===== config.mk =====
export PLATFORM = sky130hd
export DESIGN_NAME = hzu_scoreboard_flat
export DESIGN_NICKNAME = d
export VERILOG_FILES = /design/src/rtl/hzu_scoreboard_pkg.sv /design/src/rtl/hzu_scoreboard_if.sv /design/src/rtl/hzu_scoreboard_sb_bank.sv /design/src/rtl/hzu_scoreboard.sv /design/src/flat_wrapper.sv
export SDC_FILE = /design/constraint.sdc
export NUM_CORES = 2
export LEC_CHECK = 0
export CAP_MARGIN = 20
export CORE_ASPECT_RATIO = 1.75
export CORE_MARGIN = 5
export CORE_UTILIZATION = 50
export CTS_BUF_LIST = sky130_fd_sc_hd__clkbuf_8 sky130_fd_sc_hd__clkbuf_16
export DETAILED_ROUTE_END_ITERATION = 10
export HOLD_SLACK_MARGIN = 0.02
export PLACE_DENSITY = 0.66
export SYNTH_ARGS = -nofsm -noshare
export SYNTH_HDL_FRONTEND = slang
export SYNTH_HIERARCHICAL = 1
export SYNTH_SLANG_ARGS = --single-unit

===== constraint.sdc =====
create_clock -name clk -period 7.7 [get_ports clk]
set_clock_uncertainty 0.05 [all_clocks]
set_input_delay 0.77 -clock clk [delete_from_list [all_inputs] [get_ports clk]]
set_output_delay 0.77 -clock clk [all_outputs]
set_load 0.05 [all_outputs]

===== src/rtl/hzu_scoreboard_pkg.sv =====
`default_nettype none
// ============================================================================
// Module      : hzu_scoreboard_pkg
// Description : Shared types and decode helpers for the hazard scoreboard.
//               Thread/register ids, opcode and latency-class enums,
//               instruction layout, and opcode-to-operand-usage functions.
// Revision    : 1.0 - initial release
// ============================================================================
package hzu_scoreboard_pkg;

    localparam int NTHREADS = 4;
    localparam int NREGS    = 32;
    localparam int TID_W    = $clog2(NTHREADS);
    localparam int RID_W    = $clog2(NREGS);

    typedef logic [TID_W-1:0] threadid_t;
    typedef logic [RID_W-1:0] regid_t;

    typedef enum logic [3:0] {
        OP_NOP  = 4'd0,
        OP_ADD  = 4'd1,
        OP_SUB  = 4'd2,
        OP_ADDI = 4'd3,
        OP_MOV  = 4'd4,
        OP_MUL  = 4'd5,
        OP_LDB  = 4'd6,
        OP_LDW  = 4'd7,
        OP_STW  = 4'd8,
        OP_BEQ  = 4'd9
    } opcode_t;

    typedef enum logic [1:0] {
        LAT_ALU  = 2'd0,
        LAT_MUL  = 2'd1,
        LAT_MEM  = 2'd2,
        LAT_NONE = 2'd3
    } lat_class_t;

    // Register-format fields
    typedef struct packed {
        regid_t dst;
        regid_t src1;
        regid_t src2;
    } rfields_t;

    // Immediate-format fields share the slot used by src2
    typedef struct packed {
        regid_t             dst;
        regid_t             src1;
        logic [RID_W-1:0]   imm;
    } ifields_t;

    typedef union packed {
        rfields_t r;
        ifields_t i;
    } fields_t;

    typedef struct packed {
        opcode_t op;
        fields_t fields;
    } instr_t;

    function automatic lat_class_t lat_class(opcode_t op);
        case (op)
            OP_ADD, OP_SUB, OP_ADDI, OP_MOV: return LAT_ALU;
            OP_MUL:                          return LAT_MUL;
            OP_LDB, OP_LDW:                  return LAT_MEM;
            default:                         return LAT_NONE;
        endcase
    endfunction

    // Loads and stores use src1 as the address base
    function automatic logic has_src1(opcode_t op);
        case (op)
            OP_ADD, OP_SUB, OP_ADDI, OP_MOV, OP_MUL,
            OP_LDB, OP_LDW, OP_STW, OP_BEQ: return 1'b1;
            default:                        return 1'b0;
        endcase
    endfunction

    // Stores read their data register through src2
    function automatic logic has_src2(opcode_t op);
        case (op)
            OP_ADD, OP_SUB, OP_MUL, OP_STW, OP_BEQ: return 1'b1;
            default:                                return 1'b0;
        endcase
    endfunction

    function automatic logic has_dst(opcode_t op);
        return lat_class(op) != LAT_NONE;
    endfunction

endpackage
`default_nettype wire


===== src/rtl/hzu_scoreboard_if.sv =====
`default_nettype none
// ============================================================================
// Module      : hzu_scoreboard_if
// Description : Decode/issue, load-writeback and flush bundle of the hazard
//               scoreboard. master = instruction/control source,
//               slave = scoreboard.
//   valid_in/thread/instr/fetch_miss : decoded instruction slot
//   wb_en/wb_thread/wb_reg           : load writeback release
//   flush_en/flush_thread            : per-thread squash
//   issue_ok/hazard_src              : combinational issue decision
//   busy_threads                     : registered per-thread pending flag
// Revision    : 1.0 - initial release
// ============================================================================
interface hzu_scoreboard_if;
    import hzu_scoreboard_pkg::*;

    logic                valid_in;
    threadid_t           thread;
    instr_t              instr;
    logic                fetch_miss;
    logic                wb_en;
    threadid_t           wb_thread;
    regid_t              wb_reg;
    logic                flush_en;
    threadid_t           flush_thread;
    logic                issue_ok;
    logic [1:0]          hazard_src;
    logic [NTHREADS-1:0] busy_threads;

    modport master (
        output valid_in, thread, instr, fetch_miss,
        output wb_en, wb_thread, wb_reg, flush_en, flush_thread,
        input  issue_ok, hazard_src, busy_threads
    );

    modport slave (
        input  valid_in, thread, instr, fetch_miss,
        input  wb_en, wb_thread, wb_reg, flush_en, flush_thread,
        output issue_ok, hazard_src, busy_threads
    );
endinterface
`default_nettype wire


===== src/rtl/hzu_scoreboard_sb_bank.sv =====
`default_nettype none
// ============================================================================
// Module      : hzu_sb_bank
// Description : One thread's NREGS x CNT_W countdown array.
//   clk, rst               : clock, async active-high reset
//   dec_en                 : age all timed counters by one
//   clr_all                : zero every counter (thread flush)
//   clr_ld_en/clr_ld_idx   : zero one counter if it holds LD_PEND
//   set_en/set_idx/set_val : load one counter (issue)
//   rd{1,2,3}_idx/_cnt     : three asynchronous read ports
//   busy                   : registered OR of all counters after update
// Revision    : 1.0 - initial release
// ============================================================================
module hzu_sb_bank
    import hzu_scoreboard_pkg::*;
#(
    parameter int CNT_W = 4
) (
    input  wire logic             clk,
    input  wire logic             rst,
    input  wire logic             dec_en,
    input  wire logic             clr_all,
    input  wire logic             clr_ld_en,
    input  wire regid_t           clr_ld_idx,
    input  wire logic             set_en,
    input  wire regid_t           set_idx,
    input  wire logic [CNT_W-1:0] set_val,
    input  wire regid_t           rd1_idx,
    input  wire regid_t           rd2_idx,
    input  wire regid_t           rd3_idx,
    output logic      [CNT_W-1:0] rd1_cnt,
    output logic      [CNT_W-1:0] rd2_cnt,
    output logic      [CNT_W-1:0] rd3_cnt,
    output logic                  busy
);

    localparam logic [CNT_W-1:0] LD_PEND = '1;

    logic [CNT_W-1:0] cnt_q [NREGS];
    logic [CNT_W-1:0] cnt_d [NREGS];
    logic             busy_q;
    logic             busy_d;

    // Update order: age, load release, flush, issue; later steps win.
    always_comb begin
        busy_d = 1'b0;
        for (int r = 0; r < NREGS; r++) begin
            cnt_d[r] = cnt_q[r];
            // LD_PEND has no timeout: it waits for writeback or flush
            if (dec_en && cnt_q[r] != '0 && cnt_q[r] != LD_PEND)
                cnt_d[r] = cnt_q[r] - 1'b1;
            if (clr_ld_en && clr_ld_idx == regid_t'(r) && cnt_q[r] == LD_PEND)
                cnt_d[r] = '0;
            if (clr_all)
                cnt_d[r] = '0;
            if (set_en && set_idx == regid_t'(r))
                cnt_d[r] = set_val;
            busy_d = busy_d | (|cnt_d[r]);
        end
    end

    always_ff @(posedge clk or posedge rst) begin
        if (rst) begin
            for (int r = 0; r < NREGS; r++)
                cnt_q[r] <= '0;
            busy_q <= 1'b0;
        end else begin
            for (int r = 0; r < NREGS; r++)
                cnt_q[r] <= cnt_d[r];
            busy_q <= busy_d;
        end
    end

    assign rd1_cnt = cnt_q[rd1_idx];
    assign rd2_cnt = cnt_q[rd2_idx];
    assign rd3_cnt = cnt_q[rd3_idx];
    assign busy    = busy_q;

endmodule
`default_nettype wire


===== src/rtl/hzu_scoreboard.sv =====
`default_nettype none
// ============================================================================
// Module      : hzu_scoreboard
// Description : Multi-thread decode/issue hazard unit. Tracks pending
//               destination writes per (thread, register) and decides in the
//               same cycle whether the decoded instruction may issue.
//   clk, rst : clock, async active-high reset
//   sb       : hzu_scoreboard_if.slave (instruction, writeback, flush in;
//              issue_ok, hazard_src, busy_threads out)
// Revision    : 1.0 - initial release
// ============================================================================
module hzu_scoreboard
    import hzu_scoreboard_pkg::*;
#(
    parameter int ALU_LAT   = 5,
    parameter int MUL_LAT   = 9,
    parameter int BYPASS_EN = 0,
    parameter int ZERO_REG  = 1
) (
    input  wire logic       clk,
    input  wire logic       rst,
    hzu_scoreboard_if.slave sb
);

    localparam int               CNT_W   = $clog2(MUL_LAT + 2);
    localparam logic [CNT_W-1:0] LD_PEND = '1;
    // A counter holds the number of cycles, counted from the cycle after
    // issue, that a reader must still wait. The issue cycle itself is one of
    // the LAT cycles, hence LAT-1.
    localparam logic [CNT_W-1:0] ALU_CNT = CNT_W'(ALU_LAT - 1);
    localparam logic [CNT_W-1:0] MUL_CNT = CNT_W'(MUL_LAT - 1);
    localparam logic [CNT_W-1:0] ONE     = CNT_W'(1);

    logic [CNT_W-1:0]    rd1_cnt [NTHREADS];
    logic [CNT_W-1:0]    rd2_cnt [NTHREADS];
    logic [CNT_W-1:0]    rd3_cnt [NTHREADS];
    logic [NTHREADS-1:0] bank_busy;

    opcode_t          op;
    regid_t           src1;
    regid_t           src2;
    regid_t           dst;
    logic [CNT_W-1:0] cnt1;
    logic [CNT_W-1:0] cnt2;
    logic [CNT_W-1:0] cntd;
    logic [CNT_W-1:0] new_cnt;
    logic             src1_used;
    logic             src2_used;
    logic             dst_used;
    logic             src1_hz;
    logic             src2_hz;
    logic             waw_hz;
    logic             flush_hit;
    logic             issue_ok;
    logic             set_en;
    logic [1:0]       hazard_src;

    assign op   = sb.instr.op;
    assign src1 = sb.instr.fields.r.src1;
    assign src2 = sb.instr.fields.r.src2;
    assign dst  = sb.instr.fields.r.dst;

    always_comb begin
        cnt1 = rd1_cnt[sb.thread];
        cnt2 = rd2_cnt[sb.thread];
        cntd = rd3_cnt[sb.thread];

        case (lat_class(op))
            LAT_ALU: new_cnt = ALU_CNT;
            LAT_MUL: new_cnt = MUL_CNT;
            LAT_MEM: new_cnt = LD_PEND;
            default: new_cnt = '0;
        endcase

        src1_used = has_src1(op) && !(ZERO_REG != 0 && src1 == '0);
        src2_used = has_src2(op) && !(ZERO_REG != 0 && src2 == '0);
        dst_used  = has_dst(op)  && !(ZERO_REG != 0 && dst  == '0);

        // A count of 1 means the value arrives on the forwarding path this
        // cycle; LD_PEND is never 1 so loads are never forwarded.
        src1_hz = src1_used && cnt1 != '0 && !(BYPASS_EN != 0 && cnt1 == ONE);
        src2_hz = src2_used && cnt2 != '0 && !(BYPASS_EN != 0 && cnt2 == ONE);
        // Block a write that would retire before an older in-flight write
        waw_hz  = dst_used && (cntd > new_cnt || cntd == LD_PEND);

        flush_hit = sb.flush_en && sb.flush_thread == sb.thread;
        issue_ok  = sb.valid_in && !sb.fetch_miss && !rst && !flush_hit
                    && !src1_hz && !src2_hz && !waw_hz;
        set_en    = issue_ok && dst_used;

        hazard_src = 2'b00;
        if (sb.valid_in && !rst && !issue_ok) begin
            if (src1_hz)
                hazard_src = 2'b01;
            else if (src2_hz)
                hazard_src = 2'b10;
            else if (waw_hz)
                hazard_src = 2'b11;
        end
    end

    for (genvar t = 0; t < NTHREADS; t++) begin : g_bank
        hzu_sb_bank #(
            .CNT_W (CNT_W)
        ) u_bank (
            .clk        (clk),
            .rst        (rst),
            .dec_en     (1'b1),
            .clr_all    (sb.flush_en && sb.flush_thread == threadid_t'(t)),
            .clr_ld_en  (sb.wb_en && sb.wb_thread == threadid_t'(t)),
            .clr_ld_idx (sb.wb_reg),
            .set_en     (set_en && sb.thread == threadid_t'(t)),
            .set_idx    (dst),
            .set_val    (new_cnt),
            .rd1_idx    (src1),
            .rd2_idx    (src2),
            .rd3_idx    (dst),
            .rd1_cnt    (rd1_cnt[t]),
            .rd2_cnt    (rd2_cnt[t]),
            .rd3_cnt    (rd3_cnt[t]),
            .busy       (bank_busy[t])
        );
    end

    assign sb.issue_ok     = issue_ok;
    assign sb.hazard_src   = hazard_src;
    assign sb.busy_threads = bank_busy;

endmodule
`default_nettype wire

===== src/flat_wrapper.sv =====
// flat-port wrapper written by rule: the top's interface ports become plain ports
module hzu_scoreboard_flat import hzu_scoreboard_pkg::*;
#(
    parameter int ALU_LAT   = 5,
    parameter int MUL_LAT   = 9,
    parameter int BYPASS_EN = 0,
    parameter int ZERO_REG  = 1
)
  (clk, rst, sb_valid_in, sb_thread, sb_instr, sb_fetch_miss, sb_wb_en, sb_wb_thread, sb_wb_reg, sb_flush_en, sb_flush_thread, sb_issue_ok, sb_hazard_src, sb_busy_threads);
  hzu_scoreboard_if sb_i ();
  input  wire logic clk;
  input  wire logic rst;
  input wire logic [$bits(sb_i.valid_in)-1:0] sb_valid_in;
  input wire logic [$bits(sb_i.thread)-1:0] sb_thread;
  input wire logic [$bits(sb_i.instr)-1:0] sb_instr;
  input wire logic [$bits(sb_i.fetch_miss)-1:0] sb_fetch_miss;
  input wire logic [$bits(sb_i.wb_en)-1:0] sb_wb_en;
  input wire logic [$bits(sb_i.wb_thread)-1:0] sb_wb_thread;
  input wire logic [$bits(sb_i.wb_reg)-1:0] sb_wb_reg;
  input wire logic [$bits(sb_i.flush_en)-1:0] sb_flush_en;
  input wire logic [$bits(sb_i.flush_thread)-1:0] sb_flush_thread;
  output wire logic [$bits(sb_i.issue_ok)-1:0] sb_issue_ok;
  output wire logic [$bits(sb_i.hazard_src)-1:0] sb_hazard_src;
  output wire logic [$bits(sb_i.busy_threads)-1:0] sb_busy_threads;
  assign sb_i.valid_in = sb_valid_in;
  assign sb_i.thread = sb_thread;
  assign sb_i.instr = sb_instr;
  assign sb_i.fetch_miss = sb_fetch_miss;
  assign sb_i.wb_en = sb_wb_en;
  assign sb_i.wb_thread = sb_wb_thread;
  assign sb_i.wb_reg = sb_wb_reg;
  assign sb_i.flush_en = sb_flush_en;
  assign sb_i.flush_thread = sb_flush_thread;
  assign sb_issue_ok = sb_i.issue_ok;
  assign sb_hazard_src = sb_i.hazard_src;
  assign sb_busy_threads = sb_i.busy_threads;
  hzu_scoreboard #(.ALU_LAT(ALU_LAT), .MUL_LAT(MUL_LAT), .BYPASS_EN(BYPASS_EN), .ZERO_REG(ZERO_REG)) u_core (.clk(clk), .rst(rst), .sb(sb_i));
endmodule

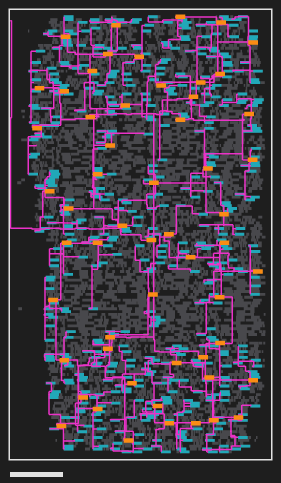
Fig. 1. Routed clock nets over the placement.
Scale bar: 50 um.
[magenta] clock wires | length: 8,390 um
[orange] clock drivers | count: 56
[cyan] flip-flops | count: 516
flops lie: spread over the die
Clk network pwr share: 0.141
clk_lat worst skew: 680 ps

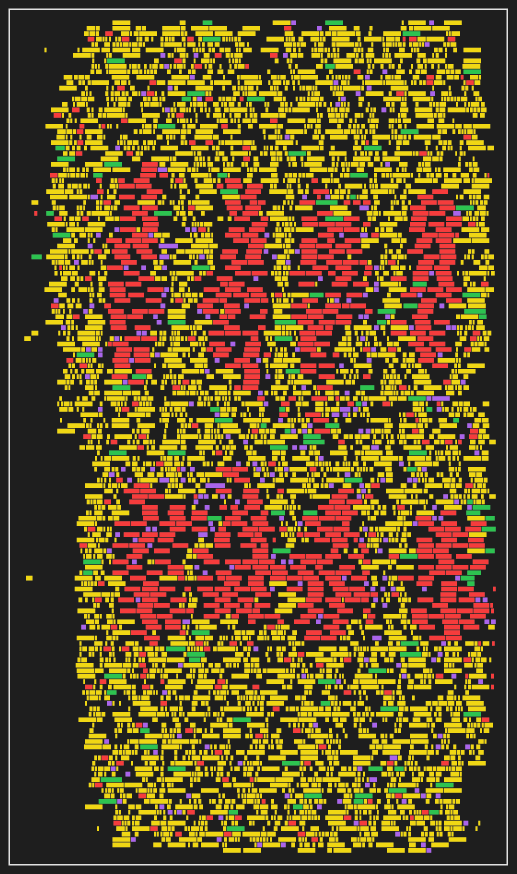
Fig. 2. Drive-strength map.
| colour | size | cells | share |
|---|---|---|---|
| yellow | _0 and _1 cells | 4,149 | 79% |
| red | _2 cells | 750 | 14% |
| green | _6 and larger | 111 | 2.1% |
| purple | _3 and _4 cells | 268 | 5.1% |

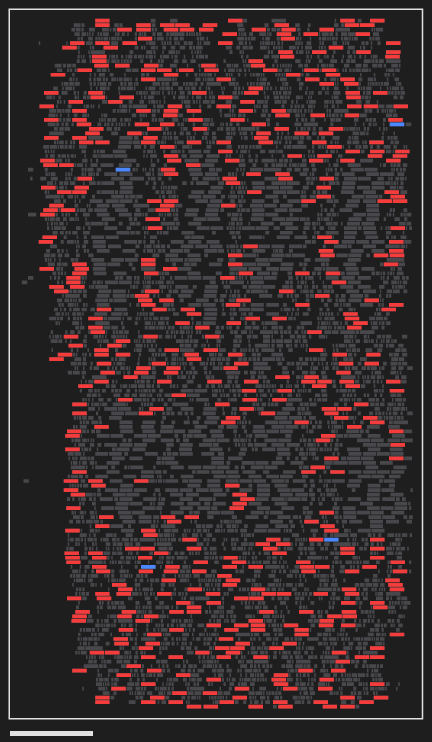
Fig. 3. Sequential cells coloured by netlist name.
Scale bar: 50 um. Other cells in grey.
| colour | name in the netlist | flops |
|---|---|---|
| red | `u_core/g_bank.u_bank/cnt_q` | 512 |
| blue | `u_core/g_bank.u_bank/busy` | 4 |

==> flow_summary.toml <==
# synthesis and place-and-route metrics
[die]
core_region_area_mm2 = 0.09897
num_rows = 153
die_y_um = 426.6
io_pins = 43
die_area_mm2 = 0.1058
fp_util = 0.5011
die_w_um = 248.1
taps = 1317

[finish]
synthToLayoutAreaGrowth_pct = 10.47
sh_seq_area = 0.2357
area.combinational_mm2 = 0.03427
n_clock_buffer = 74
fin_nets = 5532
clkCellAreaFrac = 0.03581
final-seq-area_mm2 = 0.01291
nFillCells = 8685
diodes = 7
nMultiInputCombCells = 3983
bufAreaShareNonClock = 0.04616
fin_cells = 6602
stdcell_area_mm2 = 0.05478
final_util = 0.5535
comb_share = 0.6256
drive_above_1_share = 0.2139
dominant_cells = "logic gates"
inverters_excl_clock = 376

[synthesis]
async_reset_ff_frac = 1.000
ys_seq_share = 0.2604
top_cells_by_count = "nand2_1, dfrtp_1, mux4_2"
yosysMostFrequentCell = "nand2_1"
synth_flop_count = 516
synth_area_mm2 = 0.04959
yosysTopAreaCell = "dfrtp_1"
netlist-cell-type-count = 86
yosys.area.top_type_share = 0.2604
ys_cells = 5131
ys.flop_type = "dfrtp_1"
ys_chip_area_mm2 = 0.04959
netlist_instances = 5131
topCellsByArea = "dfrtp_1, mux4_2, ha_1"
syn_avg_cell_area_um2 = 9.665

[setup_path]
crit_chain = "buf_6 -> buf_4 -> mux4_2 -> mux4_2 -> mux2_2 -> nor4_1 -> buf_4 -> o22ai_1 -> o211ai_1 -> nand2_1 -> nor4_1 -> buf_4 -> or4b_4 -> nor2_4 -> or3_1 -> o21ai_1 -> nor4_1 -> nand4_1 -> or4_1 -> or4b_1"
cp_slowest_cell = "nor4_1"
crit_start = "sb_instr[6]"
r2r_start = "u_core/g_bank[2].u_bank/cnt_q[53]"
crit_fanout = 67
path_class = "input pin to flop"
worst_ep_required_time_ps = 8190
cp.arrival_ps = 8080
crit_end = "u_core/g_bank[1].u_bank/busy"
ff2ff_setup_slack_ps = 350
cp-end-kind = "flop"
r2r-end = "u_core/g_bank[1].u_bank/busy"
r2r_cells = 19
cp-start-kind = "input pin"

[placed_design]
place_area_mm2 = 0.05275
dp_cells = 6488
gp_congestion = 1.072
io_buffers = 42
dpl.hpwl_um = 154500

[timing]
relSlewSlack = 0.1692
drv_slew = 0
setup_violations = 0
final.setup.tns_ps = 0
worst_slew_pin_slew_ps = 1233
layout_min_cycle_time_ps = 7588
finalHoldViolations = 0
holdWs_ps = 684.5
rsz0062_at_grt = "no"
fmax_mhz = 131.8

[pwr]
p_sw_w = 0.01024
p_int_w = 0.01097
p_seq_w = 0.00709
p_comb_w = 0.0111
p_comb_frac = 0.525
p_total_w = 0.02121
powerDensity_mw_per_mm2 = 387.1
power_top_consumer = "combinational logic"
vdd.ir_drop.worst_mv = 0.2036
p_leak_nw = 21.38
seq_power_share = 0.334
sw_frac_of_total = 0.4829
p_clk_w = 0.00298

[grt]
grt-ovfl-total = 0
grt_pass1_wl_um = 309000
globalRouteTotalUtil = 0.3948
antenna_found_initial = 16
grt_max_degree = 173

[drt]
ant_nets = 0
drc = 0
drtPass1Iterations = 9
vias_per_cell = 7.219
drt-wirelength-per-cell_um = 32.05
wl_um = 211600
drtIter0Drc = 5246

[run]
tool_warnings = 164
max-cap-violations = 0

[run_status]
outcome = "completed"

[clock_tree]
cts_tree = "done"
numCtsBuffers = 56
clk_path_buf_depth = 3
cts_resized = 0
cts.htree.levels = 2
root_buffer = "clkbuf_16"
cts.sinks = 516

[worst_hold_path]
hold_start = "u_core/g_bank[2].u_bank/cnt_q[41]"
hp-class = "flop to flop"
hold_path_depth = 2
min_to = "u_core/g_bank[2].u_bank/cnt_q[41]"
## cells in the final DEF, fill, tap and decap left out, types with 20 or more instances in the layout
cell             instances
clkbuf_16               56
mux4_2                 484
o311ai_0                84
or3_1                   76
a21oi_1                151
nand2_1                545
ha_1                   261
nand4_1                 27
or4b_1                  36
nor3_1                 212
mux2i_1                 28
nand3_1                119
xnor2_1                132
a41oi_1                124
clkbuf_8                20
nand4b_1                27
or4_1                   25
or4b_2                  68
a311o_1                 28
buf_4                  243
nor2_1                 261
inv_1                  377
o21ai_1                 23
and3_1                  30
dfrtp_1                516
nand2b_1               143
a211o_1                 49
nor4_1                 108
clkdlybuf4s50_1         26
o21ai_0                462
a21boi_0               124
mux2_2                 142
## kinds of logic (layout without fill, tap and decap cells)
group / after synthesis / in the layout / share of synthesized area
other: 1 / 24 / 0.00007562
buffers and inverters: 648 / 779 / 0.05066
AOI/OAI and AO/OA: 1131 / 1131 / 0.1487
muxes: 654 / 654 / 0.2577
xor gates and xnor gates: 132 / 132 / 0.02331
adders and majority gates: 262 / 262 / 0.06610
and+or+nand+nor: 1787 / 1787 / 0.1931
DFF: 516 / 516 / 0.2604
## state kept, by name, indices dropped and copies added, names as in the netlist
register	count
u_core/g_bank.u_bank/cnt_q	512
u_core/g_bank.u_bank/busy	4
## critical path: cells and delay by family
kind	cells	cell delay [ps]
and+or+nand+nor	10	4090
muxes	3	1190
buffers and inverters	4	1440
AOI/OAI and AO/OA	3	470
## layer usage
metal	global-route usage	wire [um]	vias up
met5	0.0004744	68	-
met3	0.09022	19190	1305
met4	0.3986	28750	10
met1	0.4147	65900	23230
met2	0.6312	97660	3220
li1	-	-	19890
Power is estimated from default activity; no workload was simulated.
